===== config.mk =====
export PLATFORM = sky130hd
export DESIGN_NAME = servo_pwm_bank_flat
export DESIGN_NICKNAME = d
export VERILOG_FILES = /design/src/rtl/servo_pwm_bank_pkg.sv /design/src/rtl/servo_pwm_bank_if.sv /design/src/rtl/servo_pwm_bank_ramp.sv /design/src/rtl/servo_pwm_bank.sv /design/src/flat_wrapper.sv
export SDC_FILE = /design/constraint.sdc
export NUM_CORES = 1
export LEC_CHECK = 0
export CORE_MARGIN = 3
export CORE_UTILIZATION = 40
export DETAILED_ROUTE_END_ITERATION = 12
export SYNTH_ARGS = -nofsm -noshare
export SYNTH_HDL_FRONTEND = slang
export SYNTH_SLANG_ARGS = --single-unit

===== constraint.sdc =====
create_clock -name clk -period 8.1 [get_ports clk]
set_clock_uncertainty 0.15 [all_clocks]
set_input_delay 1.215 -clock clk [delete_from_list [all_inputs] [get_ports clk]]
set_output_delay 1.215 -clock clk [all_outputs]
set_load 0.05 [all_outputs]

===== src/rtl/servo_pwm_bank_pkg.sv =====
// Shared defaults and helpers for the servo PWM bank.
// Duties and the period are expressed in clk cycles.
package servo_pwm_bank_pkg;

    localparam int DEF_CHANNELS  = 4;
    localparam int DEF_CNT_W     = 20;
    localparam int DEF_PERIOD    = 1_000_000;
    localparam int DEF_DUTY_MIN  = 25_000;
    localparam int DEF_DUTY_MAX  = 125_000;
    localparam int DEF_INIT_DUTY = 75_000;
    localparam int DEF_STEP      = 500;

    // Channel index width; a single channel still needs a 1-bit index port.
    function automatic int ch_width(input int n);
        return (n > 1) ? $clog2(n) : 1;
    endfunction

endpackage


===== src/rtl/servo_pwm_bank_if.sv =====
// Setpoint command port of the servo PWM bank (valid/ready plus error pulse).
interface servo_pwm_bank_if
    import servo_pwm_bank_pkg::*;
#(
    parameter int CH_W  = ch_width(DEF_CHANNELS),
    parameter int CNT_W = DEF_CNT_W
) ();

    logic             cmd_valid;
    logic             cmd_ready;
    logic [CH_W-1:0]  cmd_ch;
    logic [CNT_W-1:0] cmd_duty;
    logic             cmd_err;

    modport master (
        output cmd_valid, cmd_ch, cmd_duty,
        input  cmd_ready, cmd_err
    );

    modport slave (
        input  cmd_valid, cmd_ch, cmd_duty,
        output cmd_ready, cmd_err
    );

endinterface


===== src/rtl/servo_pwm_bank_ramp.sv =====
// One servo channel: clamped target, slew-limited applied duty, PWM compare.
// The applied duty only moves on the boundary strobe so pulses are never truncated.
module servo_pwm_bank_ramp
    import servo_pwm_bank_pkg::*;
#(
    parameter int CNT_W     = DEF_CNT_W,
    parameter int DUTY_MIN  = DEF_DUTY_MIN,
    parameter int DUTY_MAX  = DEF_DUTY_MAX,
    parameter int INIT_DUTY = DEF_INIT_DUTY,
    parameter int STEP      = DEF_STEP
) (
    input  logic             clk,
    input  logic             rst,
    input  logic             boundary_i,
    input  logic             wr_i,
    input  logic [CNT_W-1:0] duty_i,
    input  logic [CNT_W-1:0] count_i,
    output logic             pwm_o,
    output logic             diff_o
);

    localparam logic [CNT_W-1:0]   MIN_D  = CNT_W'(DUTY_MIN);
    localparam logic [CNT_W-1:0]   MAX_D  = CNT_W'(DUTY_MAX);
    localparam logic [CNT_W-1:0]   INIT_D = CNT_W'(INIT_DUTY);
    localparam logic [CNT_W-1:0]   STEP_D = CNT_W'(STEP);
    localparam logic signed [CNT_W:0] STEP_S = (CNT_W+1)'(STEP);

    logic [CNT_W-1:0]        target_q, target_d;
    logic [CNT_W-1:0]        cur_q, cur_d;
    logic [CNT_W-1:0]        clamped;
    logic signed [CNT_W:0]   delta;
    logic                    pwm_q;

    always_comb begin
        clamped = duty_i;
        if (duty_i < MIN_D) begin
            clamped = MIN_D;
        end else if (duty_i > MAX_D) begin
            clamped = MAX_D;
        end
    end

    assign target_d = wr_i ? clamped : target_q;

    // One extra bit keeps the signed distance free of wrap-around.
    assign delta = $signed({1'b0, target_q}) - $signed({1'b0, cur_q});

    always_comb begin
        cur_d = cur_q;
        if (boundary_i) begin
            if ((STEP == 0) || ((delta <= STEP_S) && (delta >= -STEP_S))) begin
                cur_d = target_q;
            end else if (delta > 0) begin
                cur_d = cur_q + STEP_D;
            end else begin
                cur_d = cur_q - STEP_D;
            end
        end
    end

    always_ff @(posedge clk or posedge rst) begin
        if (rst) begin
            target_q <= INIT_D;
            cur_q    <= INIT_D;
            pwm_q    <= 1'b0;
        end else begin
            target_q <= target_d;
            cur_q    <= cur_d;
            pwm_q    <= (count_i < cur_q);
        end
    end

    assign pwm_o  = pwm_q;
    assign diff_o = (target_q != cur_q);

endmodule


===== src/rtl/servo_pwm_bank.sv =====
// Multi-channel servo PWM bank: shared period counter, command handshake,
// error/frame/busy flags; per-channel ramps do the duty work.
module servo_pwm_bank
    import servo_pwm_bank_pkg::*;
#(
    parameter int CHANNELS  = DEF_CHANNELS,
    parameter int CNT_W     = DEF_CNT_W,
    parameter int PERIOD    = DEF_PERIOD,
    parameter int DUTY_MIN  = DEF_DUTY_MIN,
    parameter int DUTY_MAX  = DEF_DUTY_MAX,
    parameter int INIT_DUTY = DEF_INIT_DUTY,
    parameter int STEP      = DEF_STEP
) (
    input  logic                clk,
    input  logic                rst,
    servo_pwm_bank_if.slave     cmd,
    output logic [CHANNELS-1:0] pwm_out,
    output logic                frame_start,
    output logic                busy
);

    localparam logic [CNT_W-1:0] LAST = CNT_W'(PERIOD - 1);

    logic [CNT_W-1:0]    count_q, count_d;
    logic                boundary;
    logic                fire;
    logic                ready_q;
    logic                err_q;
    logic                frame_q;
    logic                busy_q;
    logic [CHANNELS-1:0] diff_ch;

    assign boundary = (count_q == LAST);
    assign count_d  = boundary ? '0 : count_q + 1'b1;
    assign fire     = cmd.cmd_valid && ready_q;

    // Ready is computed from the next count so it is already low in the boundary cycle.
    always_ff @(posedge clk or posedge rst) begin
        if (rst) begin
            count_q <= '0;
            ready_q <= 1'b0;
            err_q   <= 1'b0;
            frame_q <= 1'b0;
            busy_q  <= 1'b0;
        end else begin
            count_q <= count_d;
            ready_q <= (count_d != LAST);
            err_q   <= fire && (int'(cmd.cmd_ch) >= CHANNELS);
            frame_q <= boundary;
            busy_q  <= |diff_ch;
        end
    end

    assign cmd.cmd_ready = ready_q;
    assign cmd.cmd_err   = err_q;
    assign frame_start   = frame_q;
    assign busy          = busy_q;

    for (genvar i = 0; i < CHANNELS; i++) begin : g_ch
        servo_pwm_bank_ramp #(
            .CNT_W     (CNT_W),
            .DUTY_MIN  (DUTY_MIN),
            .DUTY_MAX  (DUTY_MAX),
            .INIT_DUTY (INIT_DUTY),
            .STEP      (STEP)
        ) u_ramp (
            .clk        (clk),
            .rst        (rst),
            .boundary_i (boundary),
            .wr_i       (fire && (int'(cmd.cmd_ch) == i)),
            .duty_i     (cmd.cmd_duty),
            .count_i    (count_q),
            .pwm_o      (pwm_out[i]),
            .diff_o     (diff_ch[i])
        );
    end

endmodule


===== src/flat_wrapper.sv =====
// flat-port wrapper written by rule: the top's interface ports become plain ports
module servo_pwm_bank_flat import servo_pwm_bank_pkg::*;
#(
    parameter int CHANNELS  = DEF_CHANNELS,
    parameter int CNT_W     = DEF_CNT_W,
    parameter int PERIOD    = DEF_PERIOD,
    parameter int DUTY_MIN  = DEF_DUTY_MIN,
    parameter int DUTY_MAX  = DEF_DUTY_MAX,
    parameter int INIT_DUTY = DEF_INIT_DUTY,
    parameter int STEP      = DEF_STEP
)
  (clk, rst, pwm_out, frame_start, busy, cmd_cmd_valid, cmd_cmd_ch, cmd_cmd_duty, cmd_cmd_ready, cmd_cmd_err);
  servo_pwm_bank_if #(.CH_W(ch_width((4))), .CNT_W(CNT_W)) cmd_i ();
  input  logic clk;
  input  logic rst;
  output logic [CHANNELS-1:0] pwm_out;
  output logic frame_start;
  output logic busy;
  input wire logic [$bits(cmd_i.cmd_valid)-1:0] cmd_cmd_valid;
  input wire logic [$bits(cmd_i.cmd_ch)-1:0] cmd_cmd_ch;
  input wire logic [$bits(cmd_i.cmd_duty)-1:0] cmd_cmd_duty;
  output wire logic [$bits(cmd_i.cmd_ready)-1:0] cmd_cmd_ready;
  output wire logic [$bits(cmd_i.cmd_err)-1:0] cmd_cmd_err;
  assign cmd_i.cmd_valid = cmd_cmd_valid;
  assign cmd_i.cmd_ch = cmd_cmd_ch;
  assign cmd_i.cmd_duty = cmd_cmd_duty;
  assign cmd_cmd_ready = cmd_i.cmd_ready;
  assign cmd_cmd_err = cmd_i.cmd_err;
  servo_pwm_bank #(.CHANNELS(CHANNELS), .CNT_W(CNT_W), .PERIOD(PERIOD), .DUTY_MIN(DUTY_MIN), .DUTY_MAX(DUTY_MAX), .INIT_DUTY(INIT_DUTY), .STEP(STEP)) u_core (.clk(clk), .rst(rst), .cmd(cmd_i), .pwm_out(pwm_out), .frame_start(frame_start), .busy(busy));
endmodule

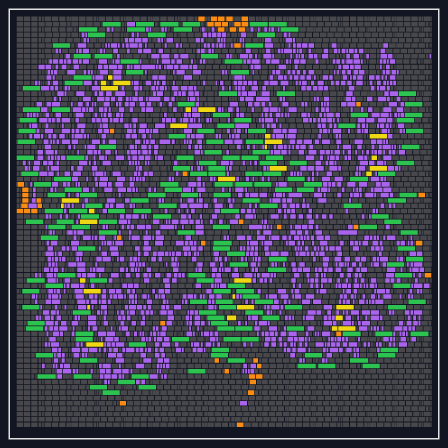
*Cells colored by class, run 1*
Fill, decap, tap and diode cells in gray.
Key: purple = combinational and other logic [cells 1920]; green = flops [cells 187]; yellow = clock drivers and dummy loads [cells 32]; orange = other buffers and delay cells [cells 47]

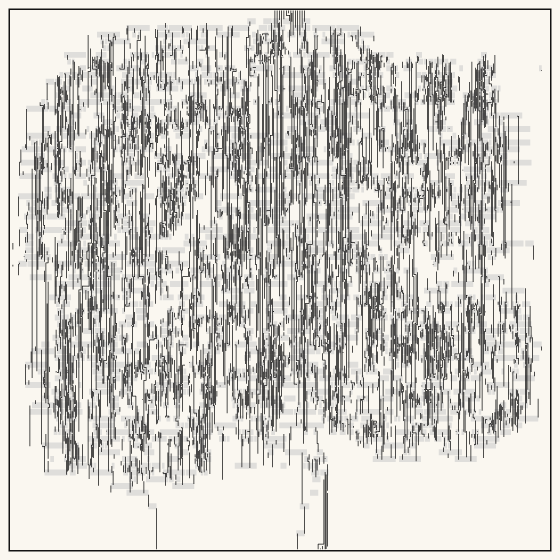
*Metal 2, run 1*
Cells faint in the background.
The longest straight run is 106 µm. The layer holds 45% of the routed length. 1981 nets have wire on it.

==> flow_results.org, run 1 <==
#+TITLE: Synthesis and PnR summary

** Detailed routing
- Routed WL :: 55900 µm
- Uppermost routed layer :: met4
- Number of vias per cell after detailed routing :: a little under 6
- Detailed routing placed a total of 3100 µm of wire on met3.
- Via count :: around 16000
- DRT Pass-1 Iters :: 6
- The script logs the mean routed wire length per placed instance as 20.1 µm.
- Detailed route wirelength on metal2 :: roughly 25000 µm

** Clock tree
- Buffer type at the clock tree root :: clkbuf_16
- Total CTS buffers :: 17
- TritonCTS Sinks :: about 190
- Number of gates resized after CTS :: 0
- Clock latency on the worst-skew pair :: 0.47 ns
- Looking at the clock tree report, the maximum root-to-sink buffer count equals 2.
- Buffer count from post-CTS setup fixing :: 0
- TritonCTS built the clock tree.
- Clock-pin transition on the worst setup and hold timing paths :: roughly 0.070 ns

** Global routing
- The number of antenna violations at the first check in global routing came to 6.
- The number of global-route vias before repair was 15700.
- Entering global routing, the biggest net connects roughly 140 pins.
- Tot GR Track Use :: approximately a quarter
- Global routing usage on met3 :: under 10%
- Routing resource usage on met1 recorded by global route was ~31%.
- Gr busiest metal :: met2
- Global routing finished with a remaining overflow of 0.

** Power and ir drop
- Combinational logic burns ~39% of the power.
- Max rail drop VDD :: about 120 µV
- The internal power of the cells totals about 1.9 mW.
- In the power breakdown, the biggest contributor is combinational cells.
- Of the total power, the clock network draws about 28%.
- Flip-flop and latch power :: approximately 1.0 mW
- Reported net switching power :: 1.17 mW

** Setup path
- Top delay family on crit path :: AND-OR/OR-AND gates
- In this run the number of cells on the critical path is 24.
- Per STA, the worst path is made up of inv_1, ha_1, o21ai_0, a21oi_1, o221ai_1, a211oi_1, o21a_1, o211ai_1, or3_1, nor3b_1, nor2_1, inv_1, ha_1, a21oi_1, o211ai_1, o41ai_1, o21ai_0, a21o_1, a21oi_1, a22o_1, o21a_1, o21ai_0, a2111o_1, nand3_1.
- Reg2reg end :: u_core.g_ch[2].u_ramp.cur_q[19]$_DFFE_PP0P_
- STA classifies the critical path endpoint as a flip-flop.
- The setup check on the worst reg-to-reg path leaves a slack of 0.80 ns.
- Among all stages on the critical path, the largest delay is contributed by a211oi_1.
- Looking at the setup timing report, the critical path kind is flip-flop to flip-flop.
- The capture point of the critical path was reported as u_core.g_ch[2].u_ramp.cur_q[19]$_DFFE_PP0P_.

** Placement
- Final Wtd Congestion :: 0.934
- Total cell area at the placement stage :: 18900 µm²
- DP Cell Count :: 2746
- Once detailed placement completed, the half-perimeter wirelength came to a little over 40000 µm.
- Setup WS pre-CTS :: between 0.8 and 0.9 ns

** Yosys
- The synthesized design contains 0 enable-type register cells.
- For this run, the leading register cell type out of synthesis is dfrtp_1.
- The commonest cells after synthesis are nand2_1 (224), ha_1 (221), o21ai_0 (203).
- Total cell area reported by yosys after synthesis :: roughly 18000 µm²
- Per the synth stats, the proportion of register bits with asynchronous set or reset is 100%.
- In this run, distinct cell masters in the synthesized netlist total approximately 95.
- The synthesis report lists the Yosys warning total as 0.
- In this run the cell area of the synthesized design comes to 18000 µm².
- Per the synthesis report, the AND-OR/OR-AND share of the synthesized area is 23.0%.
- The synthesis report lists the most area-consuming cells as dfrtp_1 (17%), ha_1 (15%), dfstp_2 (9.4%).
- Top-area cell share :: 17.1%
- After synthesis the netlist holds a flip-flop and latch count of 187.
- After synthesis, the mean cell area works out to 8.25 µm².

** Layout
- The finished layout reports a core utilization of between 40% and 50%.
- The layout report lists the multi-input gate area as ~12000 µm².
- The fraction of cell area in multi-input combinational cells is reported as 64.0%.
- Count of non-filler cells in the finished layout :: roughly 2800
- The largest registers in the layout are u_core.g_ch.u_ramp.cur_q: 80 flops, u_core.g_ch.u_ramp.target_q: 80 flops, u_core.count_q: 20 flops.
- Layout Area Growth over Synthesis :: 7.96%
- The layout has 19 clock buffers.
- Multi-input combinational cells in the finished layout were counted as 1787.
- Sequential cells placed in the final layout were counted as ~190.
- Counting only logic cells after layout, the most numerous master is nand2_1.
- Commonest non-fill, non-tap cells in the layout :: nand2_1 (224), ha_1 (221), o21ai_0 (201), nor2_1 (145), a21oi_1 (136)

** Die
- Height of the chip :: between 200 and 250 µm
- The design received a total of 592 well taps at floorplan.
- Per the OpenROAD floorplan log, the area of the die is between 40000 and 50000 µm².

** STA
- Worst slew margin relative to its limit :: between 10% and 20%
- FMAX :: 137 MHz
- In the final timing run, aggregate negative setup slack is 0 ns.
- RSZ-0062 raised after global routing :: no
- On the final layout, the worst hold slack is roughly 0.33 ns.

** Run status
- Outcome :: finished clean

** Min path
- Hold Crit Endpoint :: u_core.g_ch[3].u_ramp.cur_q[7]$_DFFE_PP1P_
- Worst Hold Depth :: 2

** Run
- Total tool warning count :: 30
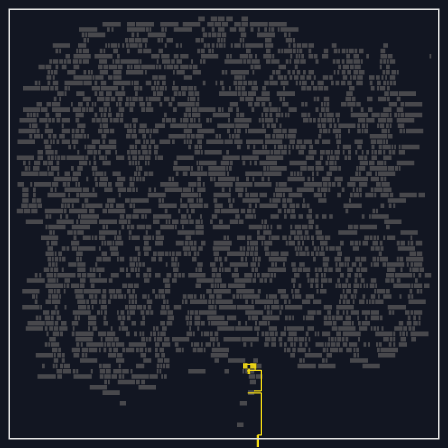
*Wires at chosen ports, followed through buffers, run 1*
Key: yellow = `cmd_cmd_valid` [bits 1, direction input, edge bottom, end cells 3, buffers 1, wire 61.3 µm]

==> run 2: changes to the inputs <==
--- a/config.mk
+++ b/config.mk
@@ -8,6 +8,7 @@
 export CORE_MARGIN = 3
 export CORE_UTILIZATION = 40
 export DETAILED_ROUTE_END_ITERATION = 12
+export SETUP_SLACK_MARGIN = 0.4
 export SYNTH_ARGS = -nofsm -noshare
 export SYNTH_HDL_FRONTEND = slang
 export SYNTH_SLANG_ARGS = --single-unit
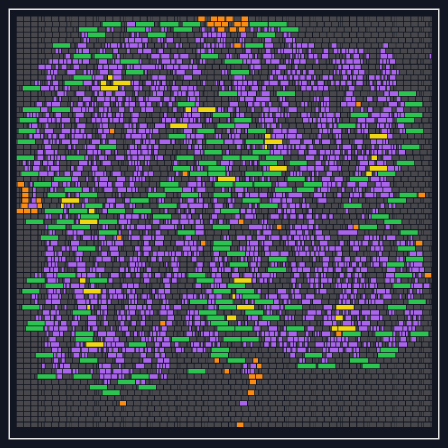
*Cells colored by class, run 2*
Fill, decap, tap and diode cells in gray.
Key: green = flops [cells 187]; purple = combinational and other logic [cells 1920]; yellow = clock drivers and dummy loads [cells 32]; orange = other buffers and delay cells [cells 47]

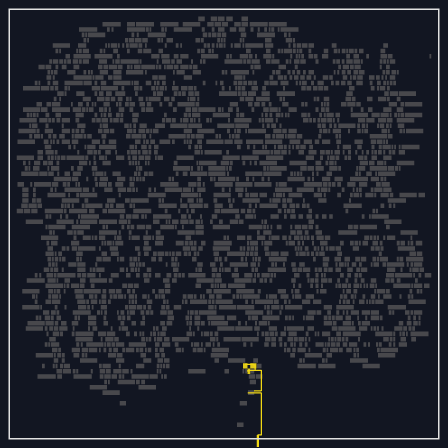
*Wires at chosen ports, followed through buffers, run 2*
Key: yellow = `cmd_cmd_valid` [bits 1, direction input, edge bottom, end cells 3, buffers 1, wire 61.3 µm]

==> flow_results.org, run 2 <==
#+TITLE: Synthesis and PnR summary

** Yosys
- The average footprint of a synthesized cell is 8.25 µm² (unchanged).
- The main flop type was dfrtp_1 (unchanged).
- Complex Gates by Area :: 23.0% (unchanged)
- Top-area cell share :: 17.1% (unchanged)
- Area contributors post-synth :: dfrtp_1 (17%), ha_1 (15%), dfstp_2 (9.4%) (unchanged)
- The area of the mapped netlist was 18000 µm² (unchanged).
- XORs/XNORs by Area :: 5.60% (unchanged)
- Share of flip-flops with an asynchronous set or reset :: 100% (unchanged)
- Register bit total from synthesis :: 187 (unchanged)
- Total cell area reported by yosys after synthesis :: 18000 µm² (unchanged)
- Most numerous cell types in the synthesized netlist :: nand2_1 (224), ha_1 (221), o21ai_0 (203) (unchanged)

** Clock tree
- The worst-skew pair later-pin latency came to 0.47 ns (about the same).
- CTS tree :: built (unchanged)
- The post-CTS setup-driven buffer insertion count came to 0 (unchanged).
- The post-cts resize count is 0 (unchanged).
- The clock transition at the registers of the reported paths came to 0.07 ns (about the same).
- TritonCTS Sinks :: 187 (unchanged)
- Total CTS buffers :: 17 (unchanged)
- The cell at the root of the clock tree is clkbuf_16 (unchanged).
- The maximum clock insertion buffer count is 2 (unchanged).

** Detailed routing
- Detailed route wirelength on metal2 :: 25300 µm (was 25200 µm)
- The number of detailed-routing iterations run before antenna repair is 7 (was 6).
- Routed wirelength normalized by instance count :: 20.1 µm (about the same)
- The detailed-routed wire length on met3 is 2980 µm (was 3100 µm).
- Routed WL :: 55900 µm (about the same)
- Number of vias per cell after detailed routing :: 5.84 (was 5.83)
- Via count :: 16200 (about the same)
- Met1 routed wirelength after detailed routing :: 25000 µm (was 24900 µm)

** Power and ir drop
- Clock network power :: 836 µW (was 838 µW)
- The flip-flop and latch power came to 1.02 mW (about the same).
- The combinational cell fraction of total power came to 39.1% (was 39.0%).
- Leading power group :: combinational cells (unchanged)
- Total internal power :: 1.88 mW (about the same)
- The reported net switching power was 1.17 mW (about the same).
- Clk pwr share :: 27.4% (was 27.5%)

** Layout
- The most frequent standard cell in the layout excluding fill and tap cells is nand2_1 (unchanged).
- The area of combinational cells with multiple inputs is 12400 µm² (about the same).
- The utilization of the core after routing was 43.9% (was 43.8%).
- Commonest non-fill, non-tap cells in the layout :: nand2_1 (224), ha_1 (221), o21ai_0 (201), nor2_1 (145), a21oi_1 (136) (unchanged)
- Num sequential :: 187 (unchanged)
- Fraction of area in multi-input gates :: 64.0% (about the same)
- Count of inverters other than clock inverters in the layout :: 133 (unchanged)
- Largest registers ranked by flip-flop count :: u_core.g_ch.u_ramp.cur_q: 80 flops, u_core.g_ch.u_ramp.target_q: 80 flops, u_core.count_q: 20 flops (unchanged)
- Clock Buffer Count :: 19 (unchanged)
- The area growth from synthesis to final layout is 8.06% (was 7.96%).

** Global routing
- The met3 demand-to-capacity share in global routing came to 3.75% (unchanged).
- The total grt overflow was 0 (unchanged).
- Met1 Resource Use GR :: 30.6% (unchanged)
- Via count of the first global-routing pass :: 15700 (unchanged)
- Initial antenna violation count :: 6 (unchanged)
- The busiest layer in global routing was met2 (unchanged).
- Tot GR Track Use :: 23.5% (unchanged)

** STA
- Setup tns final :: 0 ns (unchanged)
- Worst slew margin relative to its limit :: 20.0% (was 17.8%)
- FMAX :: 140 MHz (was 137 MHz)
- RSZ-0062 raised after global routing: no (unchanged).
- Worst hold margin :: 0.329 ns (about the same)

** Run
- Total tool warning count :: 30 (unchanged)

** Die
- The die outline height is 218 µm (unchanged).
- The total number of tap cells is 592 (unchanged).
- Die area :: 47500 µm² (unchanged)
- Effective utilization at floorplan :: 40.6% (unchanged)

** Placement
- Detailed Place HPWL :: 41500 µm (unchanged)
- The count of placed standard cells including taps is 2746 (unchanged).
- Final Wtd Congestion :: 0.934 (unchanged)
- The placement-stage worst setup slack is 0.833 ns (unchanged).
- The total placed instance area was 18900 µm² (unchanged).

** Setup path
- The critical path capture point type is a flip-flop (unchanged).
- The cell with the largest stage delay on the worst path is dfstp_2 (was a211oi_1).
- Slack of the worst reg-to-reg path :: 0.95 ns (was 0.80 ns)
- The critical setup path kind was flip-flop to flip-flop (unchanged).
- The cell family contributing the most delay on the critical path is AND-OR/OR-AND gates (unchanged).
- CP endpoint :: u_core.g_ch[3].u_ramp.cur_q[19]$_DFFE_PP0P_ (was u_core.g_ch[2].u_ramp.cur_q[19]$_DFFE_PP0P_)
- Sequence of cells on the critical path :: inv_1, ha_1, a21oi_1, nor3b_1, a21oi_1, a31oi_1, mux2_2, or4_1, or4_4, o31a_1, clkinvlp_4, ha_1, a211oi_1, o21ai_0, o311ai_0, a31oi_1, a21oi_1, o21ai_0, a21o_1, a21oi_1, xor2_1, or3b_1, nand3_1 (was inv_1, ha_1, o21ai_0, a21oi_1, o221ai_1, a211oi_1, o21a_1, o211ai_1, or3_1, nor3b_1, nor2_1, inv_1, ha_1, a21oi_1, o211ai_1, o41ai_1, o21ai_0, a21o_1, a21oi_1, a22o_1, o21a_1, o21ai_0, a2111o_1, nand3_1)
- The terminus of the critical flop-to-flop path is u_core.g_ch[3].u_ramp.cur_q[19]$_DFFE_PP0P_ (was u_core.g_ch[2].u_ramp.cur_q[19]$_DFFE_PP0P_).

** Min path
- The endpoint of the worst hold path is u_core.g_ch[3].u_ramp.cur_q[7]$_DFFE_PP1P_ (unchanged).

** Run status
- Outcome :: finished clean (unchanged)
### Cell placement, run 2

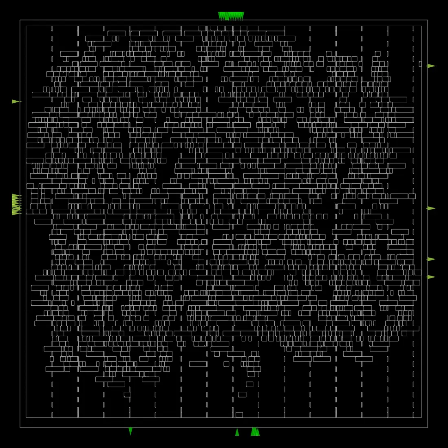

==> run 3: changes to the inputs <==
--- a/config.mk
+++ b/config.mk
@@ -8,6 +8,7 @@
 export CORE_MARGIN = 3
 export CORE_UTILIZATION = 40
 export DETAILED_ROUTE_END_ITERATION = 12
+export GPL_TIMING_DRIVEN = 0
 export SETUP_SLACK_MARGIN = 0.4
 export SYNTH_ARGS = -nofsm -noshare
 export SYNTH_HDL_FRONTEND = slang
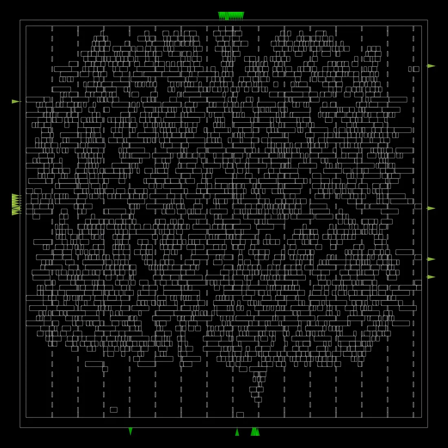
*Cell placement, run 3*
fin util: 44.6%
Fillers: 4395

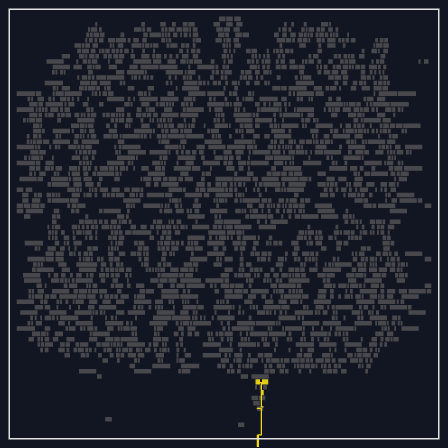
*Wires at chosen ports, followed through buffers, run 3*
Key: yellow = `cmd_cmd_valid` [bits 1, direction input, edge bottom, end cells 3, buffers 1, wire 36.5 µm]

==> flow_results.org, run 3 <==
#+TITLE: Synthesis and PnR summary

** Power and ir drop
- Total internal power :: 1.97 mW (was 1.88 mW)
- Leading power group :: combinational cells (unchanged)
- The clock network fraction of design power came to 29.3% (was 27.4%).
- The flip-flop and latch power is 1.02 mW (about the same).
- The reported net switching power was 1.19 mW (was 1.17 mW).
- The combinational cell fraction of total power came to 38.3% (was 39.1%).

** Min path
- Worst Hold Depth :: 2 (unchanged)
- The endpoint of the worst hold path is u_core.g_ch[3].u_ramp.cur_q[5]$_DFFE_PP1P_ (was u_core.g_ch[3].u_ramp.cur_q[7]$_DFFE_PP1P_).

** Detailed routing
- Routed wirelength normalized by instance count :: 20.9 µm (was 20.1 µm)
- Detailed route wirelength on metal2 :: 27100 µm (was 25300 µm)
- The number of detailed-routing iterations run before antenna repair came to 5 (was 7).
- The detailed-route wire length on metal 1 was 25700 µm (was 25000 µm).
- Number of vias per cell after detailed routing :: 5.96 (was 5.84)
- The detailed-routed wire length on met3 was 4400 µm (was 2980 µm).
- Routed WL :: 59200 µm (was 55900 µm)
- Uppermost routed layer :: met5 (was met4)

** Clock tree
- The clock transition at the registers of the reported paths was 0.08 ns (was 0.07 ns).
- Buffer type at the clock tree root :: clkbuf_16 (unchanged)
- TritonCTS Sinks :: 187 (unchanged)
- Number of gates resized after CTS :: 3 (was 0)
- Total CTS buffers :: 17 (unchanged)
- The post-CTS setup-driven buffer insertion count was 0 (unchanged).
- Clock latency on the worst-skew pair :: 0.46 ns (was 0.47 ns)
- The clock tree from TritonCTS is built (unchanged).
- Maximum clock insertion buffer count :: 2 (unchanged)

** Setup path
- Reg2reg end :: u_core.g_ch[3].u_ramp.cur_q[19]$_DFFE_PP0P_ (unchanged)
- Sequence of cells on the critical path: inv_1, ha_1, clkbuf_1, nand4_1, a2111oi_2, nor3_1, xnor2_1, or4_1, or4_4, o31a_1, clkinvlp_4, ha_1, a211oi_1, o21ai_0, o311ai_1, a31oi_1, a21oi_1, o21ai_0, a21o_1, a21oi_1, xor2_1, or3b_1, nand3_1 (was inv_1, ha_1, a21oi_1, nor3b_1, a21oi_1, a31oi_1, mux2_2, or4_1, or4_4, o31a_1, clkinvlp_4, ha_1, a211oi_1, o21ai_0, o311ai_0, a31oi_1, a21oi_1, o21ai_0, a21o_1, a21oi_1, xor2_1, or3b_1, nand3_1).
- The flop-to-flop setup slack is 0.88 ns (was 0.95 ns).
- Top delay family on crit path :: AND-OR/OR-AND gates (unchanged)
- CP endpoint :: u_core.g_ch[3].u_ramp.cur_q[19]$_DFFE_PP0P_ (unchanged)
- Critical path depth in cells :: 23 (unchanged)
- Worst path slowest cell :: dfstp_2 (unchanged)
- The critical setup path kind is flip-flop to flip-flop (unchanged).

** Yosys
- Area contributors post-synth :: dfrtp_1 (17%), ha_1 (15%), dfstp_2 (9.4%) (unchanged)
- The number of enable flip-flop cells was 0 (unchanged).
- XORs/XNORs by Area :: 5.60% (unchanged)
- The yosys stat chip area was 18000 µm² (unchanged).
- Most numerous cell types in the synthesized netlist :: nand2_1 (224), ha_1 (221), o21ai_0 (203) (unchanged)
- The post-synthesis cell type count is 95 (unchanged).
- The area of the mapped netlist is 18000 µm² (unchanged).
- The average footprint of a synthesized cell is 8.25 µm² (unchanged).
- The top cell type's share of synthesized area is 17.1% (unchanged).
- Share of flip-flops with an asynchronous set or reset :: 100% (unchanged)
- Complex Gates by Area :: 23.0% (unchanged)
- Register bit total from synthesis :: 187 (unchanged)

** Layout
- The area growth from synthesis to final layout was 9.96% (was 8.06%).
- The number of logic inverters in the finished layout came to 133 (unchanged).
- Largest registers ranked by flip-flop count :: u_core.g_ch.u_ramp.cur_q: 80 flops, u_core.g_ch.u_ramp.target_q: 80 flops, u_core.count_q: 20 flops (unchanged)
- The count of multi-input combinational gates was 1787 (unchanged).
- Dominant logic cell type in the layout :: nand2_1 (unchanged)
- The tally of clock buffers in the finished layout came to 21 (was 19).
- Commonest non-fill, non-tap cells in the layout :: nand2_1 (224), ha_1 (221), o21ai_0 (202), nor2_1 (145), a21oi_1 (136) (was nand2_1 (224), ha_1 (221), o21ai_0 (201), nor2_1 (145), a21oi_1 (136))
- Num sequential :: 187 (unchanged)
- Logic area :: 12500 µm² (was 12400 µm²)
- The number of standard cells in the final layout excluding fillers is 2838 (was 2778).
- Fraction of area in multi-input gates :: 63.0% (was 64.0%)

** Placement
- The placement-stage worst setup slack came to 0.376 ns (was 0.833 ns).
- The post-detailed-placement half-perimeter wirelength is 45400 µm (was 41500 µm).

** STA
- The maximum clock rate is 138 MHz (was 140 MHz).
- RSZ-0062 raised after global routing :: no (unchanged)
- The summed negative setup slack over all endpoints is 0 ns (unchanged).

** Global routing
- Met1 Resource Use GR :: 31.8% (was 30.6%)
- Pin count of the biggest net entering global routing :: 108 (was 138)
- The number of global-route vias before repair was 16300 (was 15700).
- The number of antenna violations at the first check in global routing came to 2 (was 6).
- Global routing usage on met3 :: 5.41% (was 3.75%)
- The busiest layer in global routing is met2 (unchanged).

** Run status
- Outcome: finished clean (unchanged).

** Run
- The count of tool warnings came to 28 (was 30).

** Die
- The die outline height is 218 µm (unchanged).
- The total number of tap cells was 592 (unchanged).
- The full die area was 47500 µm² (unchanged).
- The floorplan core density was 40.6% (unchanged).
Power figures rest on the tool's default switching activity, not on a simulated workload.
